**Met2 routing**

Cells faint in the background.
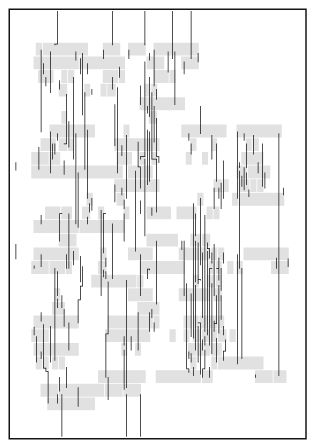
**Signal wires on met1**

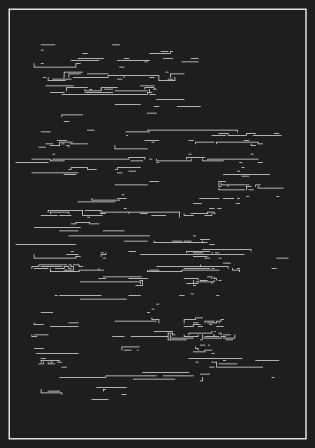
## src/rtl/ser_rx_deframer_if.sv

```systemverilog
// Parallel-side bundle of the serial deframer: recovered word, status strobes and busy.
`timescale 1ns/1ps
interface ser_rx_deframer_if #(
  parameter int DATA_W = 8
);
  logic [DATA_W-1:0] dout;
  logic              dout_valid;
  logic              frame_err;
  logic              parity_err;
  logic              busy;

  modport master (output dout, dout_valid, frame_err, parity_err, busy);
  modport slave  (input  dout, dout_valid, frame_err, parity_err, busy);
endinterface

```

## src/rtl/ser_rx_deframer.sv

```systemverilog
// Serial frame receiver: start bit, DATA_W data bits LSB first, optional even parity, stop bit.
// Define PARITY_EN to build the parity bit check; otherwise parity_err is constant 0.
`timescale 1ns/1ps
module ser_rx_deframer #(
  parameter int DATA_W  = 8,
  parameter int BIT_CYC = 4
) (
  input  logic              clk,
  input  logic              nreset,
  input  logic              sin,
  ser_rx_deframer_if.master bus
);
  localparam int CNT_W  = $clog2(BIT_CYC);
  localparam int BITN_W = (DATA_W > 1) ? $clog2(DATA_W) : 1;
  localparam logic [CNT_W-1:0]  CNT_LAST  = CNT_W'(BIT_CYC - 1);
  localparam logic [CNT_W-1:0]  CNT_MID   = CNT_W'(BIT_CYC / 2);
  localparam logic [BITN_W-1:0] BITN_LAST = BITN_W'(DATA_W - 1);

  typedef enum logic [2:0] {
    S_IDLE  = 3'd0,
    S_START = 3'd1,
    S_DATA  = 3'd2,
    S_STOP  = 3'd3,
    S_BREAK = 3'd4
`ifdef PARITY_EN
    , S_PARITY = 3'd5
`endif
  } state_t;

  state_t              r_state;
  state_t              w_state_next;
  logic [1:0]          r_sync;
  logic                w_s;
  logic [CNT_W-1:0]    r_cnt;
  logic [BITN_W-1:0]   r_bitn;
  logic [DATA_W-1:0]   r_shreg;
  logic [DATA_W-1:0]   w_shreg_next;
  logic                w_sample;
  logic                w_par_bad;
  logic [DATA_W-1:0]   r_dout;
  logic                r_valid;
  logic                r_ferr;
  logic                w_valid_next;
  logic                w_ferr_next;
`ifdef PARITY_EN
  logic                r_par;
  logic                r_perr;
  logic                w_perr_next;
  assign w_par_bad = ^{r_shreg, r_par};
`else
  assign w_par_bad = 1'b0;
`endif

  // Two-flop synchronizer; resets to the idle line level so no false start after reset.
  always_ff @(posedge clk or negedge nreset) begin
    if (!nreset) r_sync <= 2'b11;
    else         r_sync <= {r_sync[0], sin};
  end
  assign w_s      = r_sync[1];
  assign w_sample = (r_cnt == CNT_LAST);

  generate
    if (DATA_W > 1) begin : g_shift
      assign w_shreg_next = {w_s, r_shreg[DATA_W-1:1]};
    end else begin : g_shift_one
      assign w_shreg_next = w_s;
    end
  endgenerate

  always_ff @(posedge clk or negedge nreset) begin
    if (!nreset) r_state <= S_IDLE;
    else         r_state <= w_state_next;
  end

  always_comb begin
    w_state_next = r_state;
    case (r_state)
      S_IDLE:  if (!w_s) w_state_next = S_START;
      S_START: if (w_sample) w_state_next = w_s ? S_IDLE : S_DATA;
      S_DATA:  if (w_sample && (r_bitn == BITN_LAST))
`ifdef PARITY_EN
                 w_state_next = S_PARITY;
      S_PARITY: if (w_sample) w_state_next = S_STOP;
`else
                 w_state_next = S_STOP;
`endif
      S_STOP:  if (w_sample) w_state_next = w_s ? S_IDLE : S_BREAK;
      S_BREAK: if (w_s) w_state_next = S_IDLE;
      default: w_state_next = S_IDLE;
    endcase
  end

  // Strobes are decided at the stop sample and registered, so they appear one cycle later.
  always_comb begin
    w_valid_next = 1'b0;
    w_ferr_next  = 1'b0;
`ifdef PARITY_EN
    w_perr_next  = 1'b0;
`endif
    if ((r_state == S_STOP) && w_sample) begin
      w_valid_next = w_s & ~w_par_bad;
      w_ferr_next  = ~w_s;
`ifdef PARITY_EN
      w_perr_next  = w_par_bad;
`endif
    end
  end

  // Idle preloads the half-bit offset so every later sample falls at bit centre.
  always_ff @(posedge clk or negedge nreset) begin
    if (!nreset) begin
      r_cnt   <= '0;
      r_bitn  <= '0;
      r_shreg <= '0;
`ifdef PARITY_EN
      r_par   <= 1'b0;
`endif
    end else begin
      if (r_state == S_IDLE) r_cnt <= CNT_MID;
      else if (w_sample)     r_cnt <= '0;
      else                   r_cnt <= r_cnt + CNT_W'(1);
      if (w_sample) begin
        case (r_state)
          S_START: r_bitn <= '0;
          S_DATA: begin
            r_shreg <= w_shreg_next;
            if (r_bitn != BITN_LAST) r_bitn <= r_bitn + BITN_W'(1);
          end
`ifdef PARITY_EN
          S_PARITY: r_par <= w_s;
`endif
          default: ;
        endcase
      end
    end
  end

  always_ff @(posedge clk or negedge nreset) begin
    if (!nreset) begin
      r_dout  <= '0;
      r_valid <= 1'b0;
      r_ferr  <= 1'b0;
`ifdef PARITY_EN
      r_perr  <= 1'b0;
`endif
    end else begin
      r_valid <= w_valid_next;
      r_ferr  <= w_ferr_next;
`ifdef PARITY_EN
      r_perr  <= w_perr_next;
`endif
      if (w_valid_next) r_dout <= r_shreg;
    end
  end

  assign bus.dout       = r_dout;
  assign bus.dout_valid = r_valid;
  assign bus.frame_err  = r_ferr;
`ifdef PARITY_EN
  assign bus.parity_err = r_perr;
`else
  assign bus.parity_err = 1'b0;
`endif
  assign bus.busy       = (r_state != S_IDLE);
endmodule

```

## src/flat_wrapper.sv

```systemverilog
// flat-port wrapper written by rule: the top's interface ports become plain ports
module ser_rx_deframer_flat 
#(
  parameter int DATA_W  = 8,
  parameter int BIT_CYC = 4
)
  (clk, nreset, sin, bus_dout, bus_dout_valid, bus_frame_err, bus_parity_err, bus_busy);
  ser_rx_deframer_if #(.DATA_W(DATA_W)) bus_i ();
  input  logic clk;
  input  logic nreset;
  input  logic sin;
  output wire logic [$bits(bus_i.dout)-1:0] bus_dout;
  output wire logic [$bits(bus_i.dout_valid)-1:0] bus_dout_valid;
  output wire logic [$bits(bus_i.frame_err)-1:0] bus_frame_err;
  output wire logic [$bits(bus_i.parity_err)-1:0] bus_parity_err;
  output wire logic [$bits(bus_i.busy)-1:0] bus_busy;
  assign bus_dout = bus_i.dout;
  assign bus_dout_valid = bus_i.dout_valid;
  assign bus_frame_err = bus_i.frame_err;
  assign bus_parity_err = bus_i.parity_err;
  assign bus_busy = bus_i.busy;
  ser_rx_deframer #(.DATA_W(DATA_W), .BIT_CYC(BIT_CYC)) u_core (.clk(clk), .nreset(nreset), .sin(sin), .bus(bus_i));
endmodule
```

## config.mk

```make
export PLATFORM = sky130hd
export DESIGN_NAME = ser_rx_deframer_flat
export DESIGN_NICKNAME = d
export VERILOG_FILES = /design/src/rtl/ser_rx_deframer_if.sv /design/src/rtl/ser_rx_deframer.sv /design/src/flat_wrapper.sv
export SDC_FILE = /design/constraint.sdc
export NUM_CORES = 1
export LEC_CHECK = 0
export ABC_AREA = 1
export CELL_PAD_IN_SITES_DETAIL_PLACEMENT = 0
export CELL_PAD_IN_SITES_GLOBAL_PLACEMENT = 2
export CORE_ASPECT_RATIO = 1.5
export CORE_MARGIN = 3
export CORE_UTILIZATION = 30
export CTS_BUF_LIST = sky130_fd_sc_hd__clkbuf_2 sky130_fd_sc_hd__clkbuf_4 sky130_fd_sc_hd__clkbuf_8
export CTS_CLUSTER_DIAMETER = 60
export CTS_CLUSTER_SIZE = 14
export DETAILED_ROUTE_END_ITERATION = 10
export PLACE_DENSITY_LB_ADDON = 0.1
export SETUP_SLACK_MARGIN = 0.2
export SLEW_MARGIN = 15
export SYNTH_ARGS = -nofsm -noshare
export SYNTH_HDL_FRONTEND = slang
export SYNTH_SLANG_ARGS = --single-unit
```

## constraint.sdc

```tcl
create_clock -name clk -period 2.88 [get_ports clk]
set_input_delay 0.72 -clock clk [delete_from_list [all_inputs] [get_ports clk]]
set_output_delay 0.72 -clock clk [all_outputs]
set_load 0.03 [all_outputs]
```

==> notes.md <==
Implementation numbers.

- Looking at the cell usage after synthesis, the top flip-flop cell is sky130_fd_sc_hd__dfrtp_1.
- The report lists the cells along the critical path as bufinv_8 > nand2_1 > clkdlybuf4s50_1.
- The tally of buffers added on design ports reads 13.
- The total wire length is 2.28 mm.
- The number of vias per cell after detailed routing is 4.49.
- The launch point of the worst hold path reads u_core.r_sync[0]$_DFF_PN1_.
- The mean routed wirelength per cell reads 12.0 microns.
- The number of buffers inserted to repair setup after CTS reads 0.
- The register area share after synthesis reads 55.9%.
- The number of enable-type register cells in the synthesized netlist is 0.
- The arrival time of the worst setup path is 1.69 ns.
- The overall track demand over capacity in global routing reads 10.5%.
- In this build the clock could be raised as far as 415 MHz.
- The flip-flop and latch count after synthesis reads 28.
- All stages included, the depth of the critical timing path comes to 3.
- The capture instance of the worst register-to-register path is u_core.r_shreg[0]$_DFFE_PN0P_.
- The count of instances resized after the clock tree is built reads 0.
- RePlAce ended its routability-driven mode at a weighted congestion of 0.750.
- Per the post-synthesis report, the number of cells in the design is 131.
- By startpoint and endpoint, the worst setup path is classified as flip-flop to primary output.
- The worst reg-to-reg path cell count reads 5.
- The number of hold violations in the final report reads 0.
- The standby leakage power reads 0.000706 uW.
- The required time at the endpoint of the critical path reads 2.16 ns.
- The type recorded for the worst min-delay path is flip-flop to flip-flop.
- The total number of vias reads 857.
- The placeable core area reads 3990 sq um.
- The worst reg-to-reg setup slack reads 1.36 ns.
- The number of antenna violations at the first check in global routing reads 0.
- The worst vdd rail ir drop is 0.432 mV.
- For the final database, setup skew stands at 0.00511 ns.
- The area of the die reads 5020 sq um.
- The combined buffer and inverter count along the critical path reads 2.
- The root cell of the clock tree is sky130_fd_sc_hd__clkbuf_8.
- The largest net degree at the start of global routing reads 29.
- The chip area in the Yosys report reads 1260 sq um.
- The share of flip-flops with an asynchronous set or reset reads 100%.
- The critical-path maximum fanout reads 7.
- The via count of the first global-routing pass reads 914.
- The CTS report gives the tree buffer count as 3.
- The count of boundary I/O pins is 15.
- The area added between synthesis and finish reads 17.4%.
- The wire length of the first global-routing pass is 4.03 mm.
- The antenna diode count reads 0.
- The clock tree buffer depth reads 2.
- The endpoint of the worst hold path is reported as u_core.r_sync[1]$_DFF_PN1_.
- The library cells used most frequently in the layout, excluding fill and tap cells, are sky130_fd_sc_hd__nand2_1 (37), sky130_fd_sc_hd__dfrtp_1 (26), sky130_fd_sc_hd__inv_1 (15).
- The final net count reads 153.
- The run finished with clean final reports.
- The core occupancy in the finished layout is 37.0%.
- The Yosys warning count reads 0.
- At the floorplan stage, the core utilization is reported as 31.5%.
- The cell type of the slowest stage on the worst timing path is sky130_fd_sc_hd__clkdlybuf4s50_1.
- According to the dpl log, the detail-placed design has an HPWL of 1.66 mm.
- The count of cells in the finished layout, fillers not included, comes to 191.
- STA classifies the critical path startpoint as a flip-flop.
- The kind of cell with the highest combined delay along the critical path is buffers and inverters.
- The longest individual stage delay on the worst path reads 0.68 ns.
- Setup repair after global routing left no endpoint under its margin.
- Cells with a size suffix above 1 make up 17.1% of the layout.
- Per the post-route antenna check, the number of violating nets is 0.
- The count of max-cap constraint violations reads 0.
- The area of the mapped netlist is 1260 sq um.
- Summed over all layers, the global routing overflow is 0.
Notes on 'met2 routing' above:
main direction	vertical
longest straight run	48.3 microns

Notes on 'signal wires on met1' above:
main direction	horizontal
wire length on this layer	990 microns
share of all routed wire	43%
nets with wire on the layer	141

layout make-up:
type / instances / area [sq um]
Clock buffer: 4 / 55.1
Timing Repair Buffer: 14 / 138
Sequential cell: 28 / 703
Tap cell: 45 / 56.3
Inverter: 19 / 85.1
Fill cell: 441 / 2520
Multi-Input combinational cell: 81 / 440
flip-flops by register name, indices dropped and copies added, names as in the netlist:
| name | cells |
|---|---|
| u_core.r_state | 3 |
| u_core.bus.dout | 8 |
| u_core.bus.dout_valid | 1 |
| u_core.r_sync | 2 |
| u_core.bus.frame_err | 1 |
| u_core.r_bitn | 3 |
| u_core.r_cnt | 2 |
| u_core.r_shreg | 8 |
worst max path at each step:
| stage | startpoint | to |
|---|---|---|
| global placement | u_core.r_state[1]$_DFFE_PN0P_ | bus_busy |
| global route | u_core.r_state[1]$_DFFE_PN0P_ | bus_busy |
| detailed placement | u_core.r_state[1]$_DFFE_PN0P_ | bus_busy |
| floorplan | u_core.r_state[1]$_DFFE_PN0P_ | bus_busy |
| finish | u_core.r_state[1]$_DFFE_PN0P_ | bus_busy |
| CTS | u_core.r_state[1]$_DFFE_PN0P_ | bus_busy |
per-stage QoR:
| stage | area (sq um) | worst slack, ns |
|---|---|---|
| 2_1_floorplan | 1260 | 1.34 |
| 3_3_place_gp | 1420 | 0.793 |
| 3_5_place_dp | 1420 | 0.766 |
| 4_1_cts | 1480 | 0.451 |
| 5_1_grt | 1480 | 0.397 |
| 6_report | 1480 | 0.470 |
synth_stat cells, types with 2 or more instances:
library cell | count | area (sq um)
sky130_fd_sc_hd__o21ai_0 | 2 | 10.0
sky130_fd_sc_hd__nand2_1 | 37 | 139
sky130_fd_sc_hd__ha_1 | 3 | 37.5
sky130_fd_sc_hd__nand3_1 | 8 | 40.0
sky130_fd_sc_hd__buf_6 | 2 | 22.5
sky130_fd_sc_hd__nor2_4 | 2 | 22.5
sky130_fd_sc_hd__dfstp_2 | 2 | 52.6
sky130_fd_sc_hd__nand4_1 | 2 | 12.5
sky130_fd_sc_hd__dfrtp_1 | 26 | 651
sky130_fd_sc_hd__nand2_2 | 3 | 18.8
sky130_fd_sc_hd__inv_1 | 15 | 56.3
sky130_fd_sc_hd__o21ai_1 | 7 | 35.0
sky130_fd_sc_hd__o21ai_2 | 7 | 61.3
sky130_fd_sc_hd__inv_2 | 2 | 7.51
sky130_fd_sc_hd__nor2_1 | 3 | 11.3
sky130_fd_sc_hd__nor2_2 | 2 | 12.5
cell families after synthesis:
logic type | share of synthesized area, %
other | 0.298
and+or+nand+nor | 22.7
DFF | 55.9
adders and majority gates | 2.98
AOI/OAI and AO/OA | 9.05
buffers and inverters | 9.15
power breakdown:
group | internal, uW | leakage [uW] | switching, uW
Combinational | 254 | 0.000314 | 419
Clock | 122 | 0.0000288 | 121
Sequential | 526 | 0.000363 | 82.4
Total | 903 | 0.000706 | 622
layer usage:
layer	GRT usage, %	share of wire, %	vias to the layer above
met1	12.6	43	405
met3	1.83	2.2	2
met4	3.71	1.1	0
met2	18.2	53	9
met5	0	0	-
li1	-	-	441
Power and IR drop assume default switching activity.
